### src/rtl/rv_muldiv_ctrl.sv
// Sequencer for the shared iterative multiply/divide datapath: accepts one
// M-extension op, counts its iterations, runs a sign-fix cycle, then holds the result.
module rv_muldiv_ctrl #(
  parameter int MUL_STEPS = 32,
  parameter int DIV_STEPS = 33,
  parameter bit EARLY_OUT = 1'b1
) (
  input  logic       i_clk,
  input  logic       i_reset,
  input  logic       i_flush,
  input  logic       i_valid,
  input  logic [2:0] i_funct3,
  input  logic       i_div_zero,
  input  logic       i_div_ovf,
  input  logic       i_res_ready,
  output logic       o_ready,
  output logic       o_load,
  output logic       o_step,
  output logic       o_last,
  output logic       o_is_div,
  output logic       o_fix,
  output logic       o_signed,
  output logic [1:0] o_res_sel,
  output logic [5:0] o_cnt,
  output logic       o_valid,
  output logic       o_busy
);

  typedef enum logic [1:0] {IDLE, RUN, FIX, DONE} state_t;

  localparam logic [5:0] MUL_LAST = 6'(MUL_STEPS - 1);
  localparam logic [5:0] DIV_LAST = 6'(DIV_STEPS - 1);

  state_t     state_q, state_d;
  logic [5:0] cnt_q, cnt_d;
  logic [1:0] res_sel_q, res_sel_d;
  logic       is_div_q, is_div_d;
  logic       signed_q, signed_d;
  logic       last;

  assign last = (state_q == RUN) && (cnt_q == (is_div_q ? DIV_LAST : MUL_LAST));

  always_comb begin
    state_d   = state_q;
    cnt_d     = cnt_q;
    res_sel_d = res_sel_q;
    is_div_d  = is_div_q;
    signed_d  = signed_q;
    if (i_flush) begin
      state_d   = IDLE;
      cnt_d     = 6'd0;
      res_sel_d = 2'd0;
    end else begin
      case (state_q)
        IDLE: begin
          if (i_valid) begin
            is_div_d = i_funct3[2];
            signed_d = i_funct3[2] ? !i_funct3[0] : (i_funct3[1:0] != 2'b11);
            // Divide-by-zero outranks overflow; overflow only exists for signed divide.
            if (EARLY_OUT && i_funct3[2] && i_div_zero) begin
              state_d   = DONE;
              res_sel_d = 2'd1;
            end else if (EARLY_OUT && i_funct3[2] && !i_funct3[0] && i_div_ovf) begin
              state_d   = DONE;
              res_sel_d = 2'd2;
            end else begin
              state_d   = RUN;
              cnt_d     = 6'd0;
              res_sel_d = 2'd0;
            end
          end
        end
        RUN: begin
          if (last) begin
            state_d = FIX;
            cnt_d   = 6'd0;
          end else begin
            cnt_d = cnt_q + 6'd1;
          end
        end
        FIX:     state_d = DONE;
        DONE:    if (i_res_ready) state_d = IDLE;
        default: state_d = IDLE;
      endcase
    end
  end

  always_ff @(posedge i_clk) begin
    if (i_reset) begin
      state_q   <= IDLE;
      cnt_q     <= 6'd0;
      res_sel_q <= 2'd0;
      is_div_q  <= 1'b0;
      signed_q  <= 1'b0;
    end else begin
      state_q   <= state_d;
      cnt_q     <= cnt_d;
      res_sel_q <= res_sel_d;
      is_div_q  <= is_div_d;
      signed_q  <= signed_d;
    end
  end

  // Flush gates the datapath strobes in the same cycle it is raised.
  assign o_ready   = (state_q == IDLE) && !i_flush;
  assign o_load    = i_valid && (state_q == IDLE) && !i_flush;
  assign o_step    = (state_q == RUN) && !i_flush;
  assign o_last    = last;
  assign o_fix     = (state_q == FIX) && !i_flush;
  assign o_valid   = (state_q == DONE) && !i_flush;
  assign o_busy    = (state_q != IDLE);
  assign o_is_div  = is_div_q;
  assign o_signed  = signed_q;
  assign o_res_sel = res_sel_q;
  assign o_cnt     = cnt_q;

endmodule

### config.mk
export PLATFORM = sky130hd
export DESIGN_NAME = rv_muldiv_ctrl
export DESIGN_NICKNAME = d
export VERILOG_FILES = /design/src/rtl/rv_muldiv_ctrl.sv
export SDC_FILE = /design/constraint.sdc
export NUM_CORES = 1
export LEC_CHECK = 0
export CORE_MARGIN = 2
export CORE_UTILIZATION = 43
export DETAILED_ROUTE_END_ITERATION = 8
export PLACE_DENSITY_LB_ADDON = 0.12
export REMOVE_ABC_BUFFERS = 1
export SKIP_CTS_REPAIR_TIMING = 1
export SLEW_MARGIN = 20
export SYNTH_ARGS = -nofsm -noshare
export SYNTH_HDL_FRONTEND = slang
export SYNTH_SLANG_ARGS = --single-unit
### constraint.sdc
create_clock -name i_clk -period 2.2 [get_ports i_clk]
set_clock_uncertainty 0.2 [all_clocks]
set_input_delay 0.44 -clock i_clk [delete_from_list [all_inputs] [get_ports i_clk]]
set_output_delay 0.44 -clock i_clk [all_outputs]
set_load 0.05 [all_outputs]
==> metrics.csv, run 1 <==
stage,metric,value,unit
cts,clock-sinks,12,
setup_path,worstPathBufferInverterCount,1,
setup_path,timing.critical_path.cells,nand2_1 > or4_4 > nand2_2 > and2_4 > buf_12,
routing,avgViaCountPerCell,5.54,
floorplan,boundary_pin_count,27,
sta,layout_min_cycle_time,2230,ps
floorplan,die.size.y,46.0,um
logic_synthesis,yosys-dominant-comb-family,simple AND/OR/NAND/NOR gates,
routing,drt_drc_violations_left,0,
setup_path,critPathCaptureType,primary output,
setup_path,cp-start-kind,register,
logic_synthesis,xor_area_frac,0,
sta,postLayoutSetupSlackWorst,-25.0,ps
sta,timing.final.setup_violations,1,
run_status,status,finished with violations,
flow_run,tool_warnings,29,
sta,setup_tns_final,-25.0,ps
routing,drt-pass1-iter-count,4,
setup_path,path_max_fanout,6,
logic_synthesis,average_cell_area_after_synthesis,8.23,um^2
cts,clockBufferDepth,2,
sta,final_min_period_over_clock_period,1.01,
placement,hpwl,1.56,mm
global_route,grt_util_met1,0.271,
global_route,grt_antenna_before_repair,0,
routing,drt_wl_total,1.95,mm
sta,max-slew-margin-rel,0.671,
routing,vias,826,
final_layout,final-instance-count-excl-fill,149,
sta,grt_setup_unrepaired,yes,
run_status,failing_checks,negative setup slack,
placement,gp_congestion,0.856,
setup_path,slowest_stage,sky130_fd_sc_hd__or4_4,
placement,placed_instance_count,146,
global_route,grt_start_max_net_pins,10,
logic_synthesis,synthesis.yosys.warnings,0,
routing,ant_nets,0,
logic_synthesis,ys_seq_frac,0.317,
cts,cts-htree-levels,1,
logic_synthesis,synthSimpleGateAreaFrac,0.327,
floorplan,die_w,46.0,um
==> run 1: cells by family (layout without fill, tap and decap cells) <==
logic type,count (synthesis),count (layout)
simple gates,46,46
compound gates,20,20
flops,12,12
buf+inv,8,48
fa+ha+maj,5,5
mux,1,1
==> run 1: area by class of cell <==
type,count,area [um^2],share of cell area
clock buffers,3,22.5,0.0186
inverters,5,18.8,0.0155
well taps,17,21.3,0.0176
multi-input cells,72,478,0.395
repair buffers,40,420,0.347
flip-flops and latches,12,250,0.207
==> run 1: power by group <==
group	internal [uW]	total (uW)	leakage (uW)	switching (uW)
sequential	221	225	0.0000999	4.89
clock	63.6	141	0.0000138	77.1
combinational	88.6	192	0.000360	104
total	373	559	0.000473	186
==> run 1: synthesized netlist by cell type <==
library cell               instances  area (um^2)
sky130_fd_sc_hd__o31ai_1           2         15.0
sky130_fd_sc_hd__a31oi_1           2         12.5
sky130_fd_sc_hd__and3_2            1         7.51
sky130_fd_sc_hd__a211oi_1          1         7.51
sky130_fd_sc_hd__and2_2            1         7.51
sky130_fd_sc_hd__inv_1             5         18.8
sky130_fd_sc_hd__ha_1              5         62.6
sky130_fd_sc_hd__nand4b_1          1         8.76
sky130_fd_sc_hd__a31oi_4           1         21.3
sky130_fd_sc_hd__a21oi_1           5         25.0
sky130_fd_sc_hd__mux2_2            1         11.3
sky130_fd_sc_hd__nand2_1          11         41.3
sky130_fd_sc_hd__nor2b_1           3         18.8
sky130_fd_sc_hd__nor3_1            2         10.0
sky130_fd_sc_hd__nand3_1           4         20.0
sky130_fd_sc_hd__or2_2             2         12.5
sky130_fd_sc_hd__nor2_1           10         37.5
sky130_fd_sc_hd__buf_2             1         5.00
sky130_fd_sc_hd__nand3_2           1         10.0
sky130_fd_sc_hd__or3_1             1         6.26
sky130_fd_sc_hd__nor4_1            1         6.26
sky130_fd_sc_hd__or4_4             1         11.3
sky130_fd_sc_hd__o211ai_1          2         15.0
sky130_fd_sc_hd__a311oi_2          1         15.0
sky130_fd_sc_hd__o21ai_0           3         15.0
sky130_fd_sc_hd__dfxtp_1          12          240
sky130_fd_sc_hd__a32oi_1           1         8.76
sky130_fd_sc_hd__nor4bb_1          1         10.0
sky130_fd_sc_hd__and2_1            1         6.26
sky130_fd_sc_hd__o21a_1            1         7.51
sky130_fd_sc_hd__buf_6             2         22.5
sky130_fd_sc_hd__o22ai_1           1         6.26
sky130_fd_sc_hd__or4_1             2         15.0
sky130_fd_sc_hd__nand4_1           3         18.8
==> run 1: final timing paths <==
path                        startpoint                        end  slack, ps  depth (start not counted)
max              o_cnt[4]$_SDFFE_PP0P_                     o_last        -30                          5
min          o_res_sel[0]$_SDFFE_PP0N_  o_res_sel[0]$_SDFFE_PP0N_        260                          2
max reg2reg    state_q[1]$_SDFFE_PP0P_      o_cnt[4]$_SDFFE_PP0P_        170                          6
min reg2reg  o_res_sel[0]$_SDFFE_PP0N_  o_res_sel[0]$_SDFFE_PP0N_        260                          2
==> run 1: registers in the layout, summed over array words and instances, names as in the netlist <==
name / flops
o_res_sel: 2
o_is_div: 1
o_signed: 1
state_q: 2
o_cnt: 6
run_1/clock_wires.png
(10 px per um)
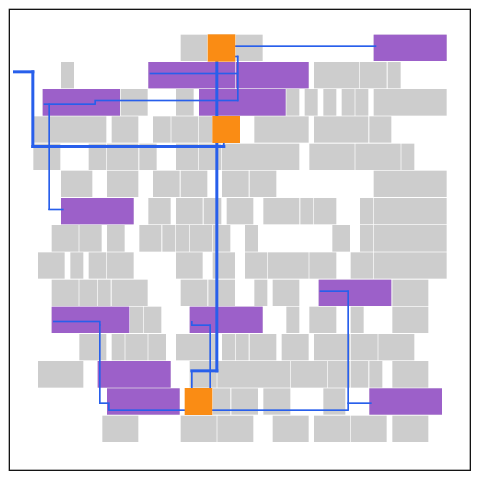
[flip-flops] purple | count: 12
[clock-net drivers] orange | count: 3
[clock wires] blue | length: 195 um
flops lie: widely spread
routed clock nets: 4
fraction of power consumed by the clock network: 0.252
latest clock arrival within the worst-skew pair: 280 ps
power consumed by the clock network: 141 uW

run_1/layers.png
(6 px per um) Two of the layers only.
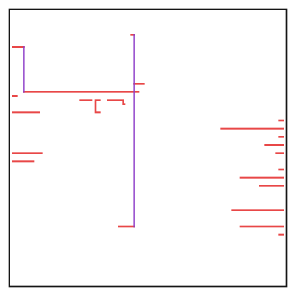
| layer | colour | wire length |
|---|---|---|
| M3 | red | 91.3 um |
| M4 | purple | 39.4 um |

run_1/gates.png
(8 px per um)
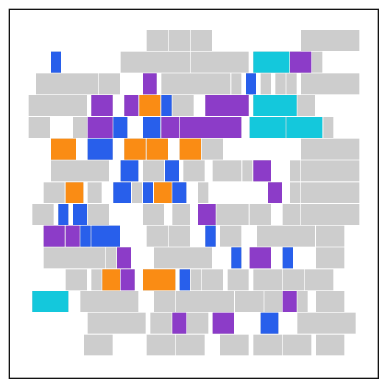
| family | colour | cells |
|---|---|---|
| aoi and oai cells | purple | 19 |
| and/or cells | orange | 9 |
| nand cells | blue | 20 |
| fa/ha/maj cells | cyan | 5 |

==> run 2, diff against run 1 <==
Settings changed: PLACE_DENSITY set to 0.81, PLACE_DENSITY_LB_ADDON 0.12 to not set.
run_2/gates.png
(8 px per um)
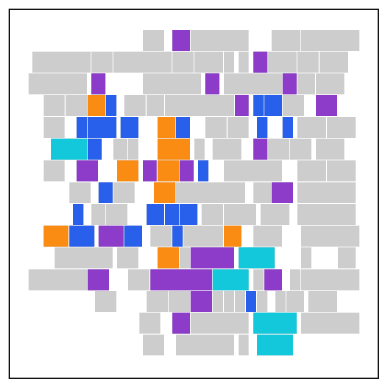
| family | colour | cells |
|---|---|---|
| and/or cells | orange | 9 |
| fa/ha/maj cells | cyan | 5 |
| nand cells | blue | 20 |
| aoi and oai cells | purple | 19 |
number of cells in the finished layout apart from fillers: 152
proportion of cell area occupied by multi-input gates: 0.389

==> metrics.csv, run 2 <==
stage,metric,value,unit,change
power,pwr-share-seq,0.377,,-0.027
logic_synthesis,synthesis.yosys.warnings,0,,unchanged
power,power.share.switching,0.315,,-0.0171
sta,final_min_period_over_clock_period,1.02,,+0.0110
flow_run,tool_warnings,29,,unchanged
final_layout,logic_area,483,um^2,+1.0%
logic_synthesis,netlist.top_cell.by_instances,sky130_fd_sc_hd__dfxtp_1,,
placement,placed_instance_count,144,,-1.4%
final_layout,largest_reg_flops,6,,unchanged
routing,drt-pass1-iter-count,4,,unchanged
sta,max-slew-margin-rel,0.660,,-0.0112
setup_path,cp-start-kind,register,,
sta,postLayoutSetupSlackWorst,-49.3,ps,-24.3 ps
logic_synthesis,post-synth-top-area-fraction,0.317,,unchanged
cts,cts-htree-levels,1,,unchanged
sta,grt_setup_unrepaired,yes,,
logic_synthesis,ys_seq_frac,0.317,,unchanged
floorplan,die_w,46.0,um,unchanged
logic_synthesis,average_cell_area_after_synthesis,8.23,um^2,unchanged
sta,timing.final.setup_violations,1,,unchanged
floorplan,die.size.y,46.0,um,unchanged
routing,vias,869,,+5.2%
setup_path,timing.critical_path.cells,nand2_2 > or4_4 > nand2_2 > and2_4 > buf_12,,
floorplan,boundary_pin_count,27,,unchanged
power,internal-power,409,uW,+9.7%
routing,drt_drc_violations_left,0,,unchanged
run_status,status,finished with violations,,
logic_synthesis,topCellsByArea,"sky130_fd_sc_hd__dfxtp_1 (32%), sky130_fd_sc_hd__ha_1 (8.3%), sky130_fd_sc_hd__nand2_1 (5.5%)",,
logic_synthesis,asyncSetResetFlopFracSynth,0,,unchanged
routing,avgViaCountPerCell,5.72,,+3.1%
setup_path,critPathCaptureType,primary output,,
logic_synthesis,largest_area_cell,sky130_fd_sc_hd__dfxtp_1,,
sta,layout_min_cycle_time,2250,ps,+24.3 ps
setup_path,slowest_stage,sky130_fd_sc_hd__or4_4,,
cts,clock-sinks,12,,unchanged
setup_path,path_max_fanout,5,,-1
global_route,grt_antenna_before_repair,0,,unchanged
placement,hpwl,1.57,mm,+0.48%
logic_synthesis,synth-main-ff-cell,sky130_fd_sc_hd__dfxtp_1,,
run_status,failing_checks,negative setup slack,,
power,p_comb_frac,0.324,,-0.020
cts,clockBufferDepth,2,,unchanged
routing,drt_wl_total,2.20,mm,+12%
global_route,grt_start_max_net_pins,9,,-1
power,power.switching,189,uW,+1.5%
logic_synthesis,post_synth_most_frequent_cells,"sky130_fd_sc_hd__dfxtp_1 (12), sky130_fd_sc_hd__nand2_1 (11), sky130_fd_sc_hd__nor2_1 (10)",,
final_layout,flop_area,248,um^2,-1.0%
==> run 2: layout make-up <==
cell class	instances	share of cell area
Clock buffer	4	0.0292
Multi-Input combinational cell	72	0.389
Inverter	5	0.0151
Sequential cell	12	0.199
Tap cell	17	0.0171
Timing Repair Buffer	42	0.350
==> run 2: worst max-delay path, delay by kind of cell (launching register included) <==
family                 cells  cell delay, ps
buffers and inverters      1             130
and+or+nand+nor            4             820
DFF                        1             380
==> run 2: path summary, 6_finish.rpt <==
path	startpoint	to	slack, ps	cells past startpoint
worst max-delay path	o_cnt[4]$_SDFFE_PP0P_	o_last	-50	5
worst min-delay path	o_res_sel[0]$_SDFFE_PP0N_	o_res_sel[0]$_SDFFE_PP0N_	260	2
worst max register to register	state_q[0]$_SDFFE_PP0P_	o_cnt[4]$_SDFFE_PP0P_	100	6
worst min register to register	o_res_sel[0]$_SDFFE_PP0N_	o_res_sel[0]$_SDFFE_PP0N_	260	2
==> run 2: stage by stage <==
| stage | util | cell area [um^2] | worst slack [ps] | TNS [ps] | total power, uW |
|---|---|---|---|---|---|
| floorplan | - | 729 | -349 | -407 | 329 |
| finish | 0.736 | 1240 | -49.3 | -49.3 | 598 |
| global placement | 0.684 | 1160 | -43.8 | -68.9 | 419 |
| CTS | 0.706 | 1190 | -157 | -157 | 600 |
| detailed placement | 0.684 | 1160 | -141 | -320 | 422 |
| global route | 0.736 | 1240 | -86.6 | -111 | 619 |
==> run 2: kinds of logic after synthesis <==
kind of cell | Yosys count | synth area share
buffers and inverters | 8 | 0.0612
AND-OR/OR-AND | 20 | 0.197
multiplexers | 1 | 0.0149
adder cells (fa/ha/maj) | 5 | 0.0826
AND/OR/NAND/NOR | 46 | 0.327
flip-flops | 12 | 0.317
==> run 2: metal layers <==
| layer | routed length [um] | global-route usage | vias up |
|---|---|---|---|
| li1 | - | - | 424 |
| met1 | 890 | 0.236 | 405 |
| met2 | 1110 | 0.394 | 36 |
| met3 | 153 | 0.0317 | 4 |
| met4 | 46 | 0.120 | 0 |
| met5 | 0 | 0 | - |
==> run 2: power by group through the flow <==
stage | clock, uW | sequential [uW] | combinational [uW]
5_1_grt | 186 | 226 | 206
6_report | 179 | 225 | 194
3_5_place_dp | 0 | 233 | 189
4_1_cts | 182 | 228 | 190
2_1_floorplan | 0 | 244 | 85.0
3_3_place_gp | 0 | 233 | 187
No activity file was given, so power comes from the tool's default toggle rates.
